**Run 1: wire density map**

The die is cut into 19 by 19 equal tiles; black is low, pale yellow is high, scaled to the fullest tile. Values are wire area over tile area, all layers added.
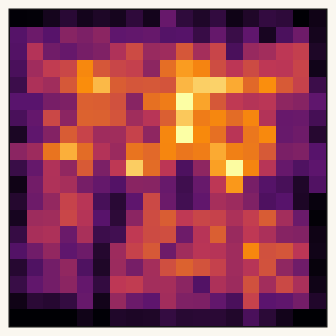
**Run 1: close-up of the layout**

Scale bar: 10 um. Region (35, 16) to (60, 41) um. Cells in gray, sequential cells in the stronger gray; small squares are vias.
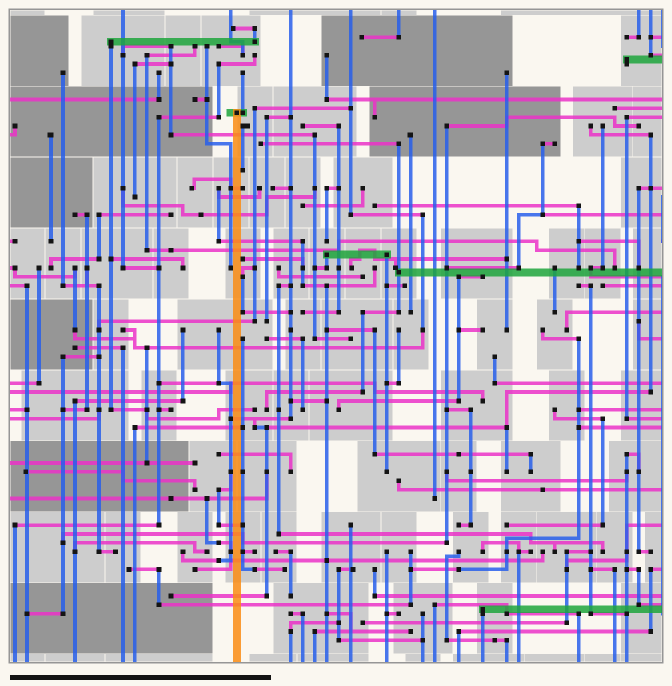
**Run 1: clock network drawn from the DEF**

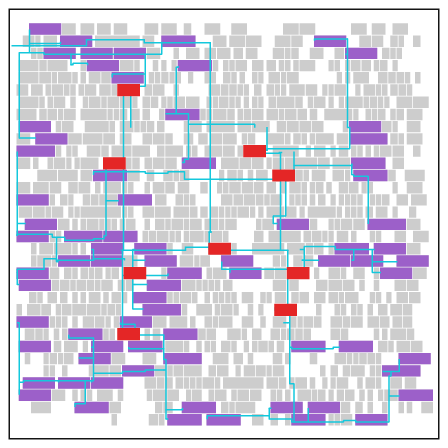
==> config.mk <==
export PLATFORM = sky130hd
export DESIGN_NAME = seg_bcd_counter_mux
export DESIGN_NICKNAME = d
export VERILOG_FILES = /design/src/rtl/seg_bcd_counter_mux.sv
export SDC_FILE = /design/constraint.sdc
export NUM_CORES = 1
export LEC_CHECK = 0
export ABC_AREA = 1
export CORE_UTILIZATION = 51
export CTS_CLUSTER_SIZE = 8
export DETAILED_ROUTE_END_ITERATION = 8
export PLACE_DENSITY_LB_ADDON = 0.12
export SYNTH_ARGS = -nofsm -noshare
export SYNTH_HDL_FRONTEND = slang
export SYNTH_SLANG_ARGS = --single-unit
export TNS_END_PERCENT = 10
==> constraint.sdc <==
create_clock -name clk -period 1.55 [get_ports clk]
set_input_delay 0.31 -clock clk [delete_from_list [all_inputs] [get_ports clk]]
set_output_delay 0.31 -clock clk [all_outputs]
set_load 0.02 [all_outputs]
==> results_dict.tcl <==
# collected from the flow reports
set metrics [dict create \
    postSynthSeqShare_pct 33.78 \
    fillers 647 \
    arrival_ns 1.88 \
    initial_core_util_pct 53.29 \
    power.leakage_uw 0.002930 \
    nets 898 \
    ff_type "dfxtp_1" \
    cts.path.max_buffers 2 \
    drc 0 \
    logic_area_um2 2826 \
    ys_cells 685 \
    finalCritPeriodShare_pct 102.0 \
    ir_drop_uv 528.3 \
    startpoint_type "register" \
    cpMostUsedCell "nor2_2" \
    cap_violations 0 \
    cts_buffers 9 \
    syn_area_um2 4444 \
    htreeDepth 3 \
    vias 5074 \
    relSlewSlack_pct 72.57 \
    seq_area_um2 1558 \
    synthArstFlopShare_pct 0 \
    grt_pass1_vias 4540 \
    dr.pass1.iters 5 \
    r2r_slack_ns -0.03 \
    end_kind "register" \
    p_total_uw 4706 \
    coreArea_um2 8341 \
    io_buffers 49 \
    edf_count 0 \
    finalMaxSlewViolations 0 \
    hold_ws_ns 0.2819 \
    hold_viol 0 \
    antenna_cells 0 \
    mostFrequentLayoutCell "nand2_1" \
    ant_nets 0 \
    hold_depth 3 \
    rows 33 \
    layout-drive-gt1-share_pct 31.15 \
    pin_count 50 \
    die_y_um 95.35 \
    cp_cell_sequence "buf_4 -> nand3_2 -> nor2_2 -> nand2_1 -> nor2_2 -> nand2_2 -> nor2_2 -> xor2_1 -> inv_1 -> nor2_1" \
    syn_inst 685 \
    path_class "register to register" \
    mostFrequentLayoutCells "nand2_1 (165), buf_4 (125), nor2_1 (103)" \
    viasPerCell 5.204 \
    grt_max_degree 18 \
    worstPathRequired_ns 1.85 \
    r2r_cells 10 \
    slowest_stage "dfxtp_2" \
    largest_register_ffs 27 \
    status "finished with violations" \
    wl_mm 13.52 \
    routabilityCongestion 0.9474 \
    worstPathMaxFanout 4 \
    grt_pass1_wl_mm 20.20 \
    ys_warn_count 0 \
    avgSynthCellArea_um2 6.488 \
    antenna_found_initial 0 \
    clock-root-buffer "clkbuf_8" \
    first_iter_violations 380 \
    yosys-stat-area_um2 4444 \
    postCtsHoldBufs 0 \
    clock_sinks 75 \
    areaGrowthSynthToFinish_pct 45.95 \
    tns_ns -0.03748 \
    cpPeakStageDelay_ns 0.34 \
    setup_viol 2 \
    power_density_nw_per_um2 725.5 \
    hp-class "primary input to register" \
    clock.fmax_mhz 632.5 \
    dp_hpwl_mm 9.834 \
    chipArea_um2 9092 \
    numSynthFlops 75 \
    cts_tree "done" \
    rsz0062_at_grt "true" \
    grt-ovfl-total 0 \
    warnings 37 \
    synth_nets 718 \
    cts.reportedPaths.clkPinSlew_ns 0.10 \
    die_w_um 95.35 \
    min_period_ns 1.581 \
    setup_ws_ns -0.03095 \
    tightest_slew_ns 0.4110 \
    yosysUniqueCellTypes 38 \
    violations "negative setup slack" \
]
-- 'wire density map' (at the start) --
tiles over half the peak: 31%
nearly empty tiles: 3.3%
fullest tile: 0.62
GRT Total Usage: 28.67%
Wirelength per Cell: 13.87 um

-- 'close-up of the layout' (at the start) --
[M1] magenta
[M3] green
[M2] blue
[M4] orange
cells with their middle in the window: 65
most frequent: nand2_1 (16), nor2_1 (11), inv_1 (6)
sequential cells in the window: 5

-- 'clock network drawn from the DEF' (at the start) --
[flip-flops] purple | count: 75
[clock wires] cyan | length: 977 um
[clock-net drivers] red | count: 9
flops lie: all over the die
routed clock nets: 10
Worst-Skew Late Latency: 0.36 ns
clock share of power: 32.8%
clock skew: 0.01092 ns
Power Clock: 1550 uW

## run 1: Yosys cell counts (2+ instances only)
cell      number  area, um^2
inv_2          3       11.26
nor3b_1        5       37.54
nand2_1      175       656.9
o211ai_1       4       30.03
a21oi_1       30       150.1
nand3_2        2       20.02
clkbuf_1       2       7.510
nand3b_1       2       15.01
xor2_1        21       183.9
buf_2          6       30.03
o21ai_0       32       160.2
xnor2_1        5       43.79
nor2_2        11       68.82
nor2_4         2       22.52
nand4_1       20       125.1
dfxtp_1       75        1501
and3_1         2       12.51
inv_1         74       277.8
nand3_1       37       185.2
nor4_1         3       18.77
buf_4          3       22.52
nand2_2        7       43.79
or2_2          3       18.77
ha_1          12       150.1
nor2_1       123       461.7
nor3_1        14       70.07
## run 1: through the flow
stage	setup slack, ns	area, um^2	utilization (%)	instances
6_report	-0.03095	6486	77.77	975
5_1_grt	-0.1648	6486	77.77	975
4_1_cts	-0.02699	6091	73.03	958
3_5_place_dp	-0.3910	5879	70.49	942
3_3_place_gp	-0.3604	5879	70.49	942
2_1_floorplan	-0.0009809	4449	-	685
## run 1: routing by layer
metal  routed length, um  vias up  global-route usage (%)
met2                6502      168                   47.62
li1                    -     2563                       -
met4                 252        0                   9.722
met1                5964     2315                   38.23
met3                 801       28                   3.509
met5                   0        -                       0
## run 1: repair_timing
action / CTS / global route
setup endpoints to repair: 52 / 77
gates cloned: 0 / 0
pin swaps: 2 / 37
resized: 54 / 118
buffers inserted: 0 / 17
## run 1: area by class of cell
type                            instances  area share (%)
Multi-Input combinational cell        521           43.58
Sequential cell                        75           24.02
Timing Repair Buffer                  181           22.65
Inverter                               77           4.649
Tap cell                              105           2.025
Clock buffer                            9           1.910
Clock inverter                          7           1.177
## run 1: kinds of logic (layout without fill, tap and decap cells)
family / Yosys count / count (layout) / synth area share, %
DFF: 75 / 75 / 33.78
and+or+nand+nor: 412 / 412 / 41.13
buffers and inverters: 89 / 274 / 7.967
adders and majority gates: 12 / 12 / 3.378
AOI/OAI and AO/OA: 71 / 71 / 8.615
xor gates and xnor gates: 26 / 26 / 5.124
## run 1: report_power, final
| group | switching, uW | internal [uW] | total, uW |
|---|---|---|---|
| Sequential | 65.0 | 1990 | 2050 |
| Clock | 899 | 646 | 1550 |
| Combinational | 613 | 494 | 1110 |
## run 1: worst max-delay path: cells and delay by family, from the launching register on
kind / cells / cell delay, ns
and+or+nand+nor: 7 / 0.87
DFF: 1 / 0.34
buffers and inverters: 2 / 0.17
xor gates and xnor gates: 1 / 0.15
Power figures rest on the tool's default switching activity, not on a simulated workload.
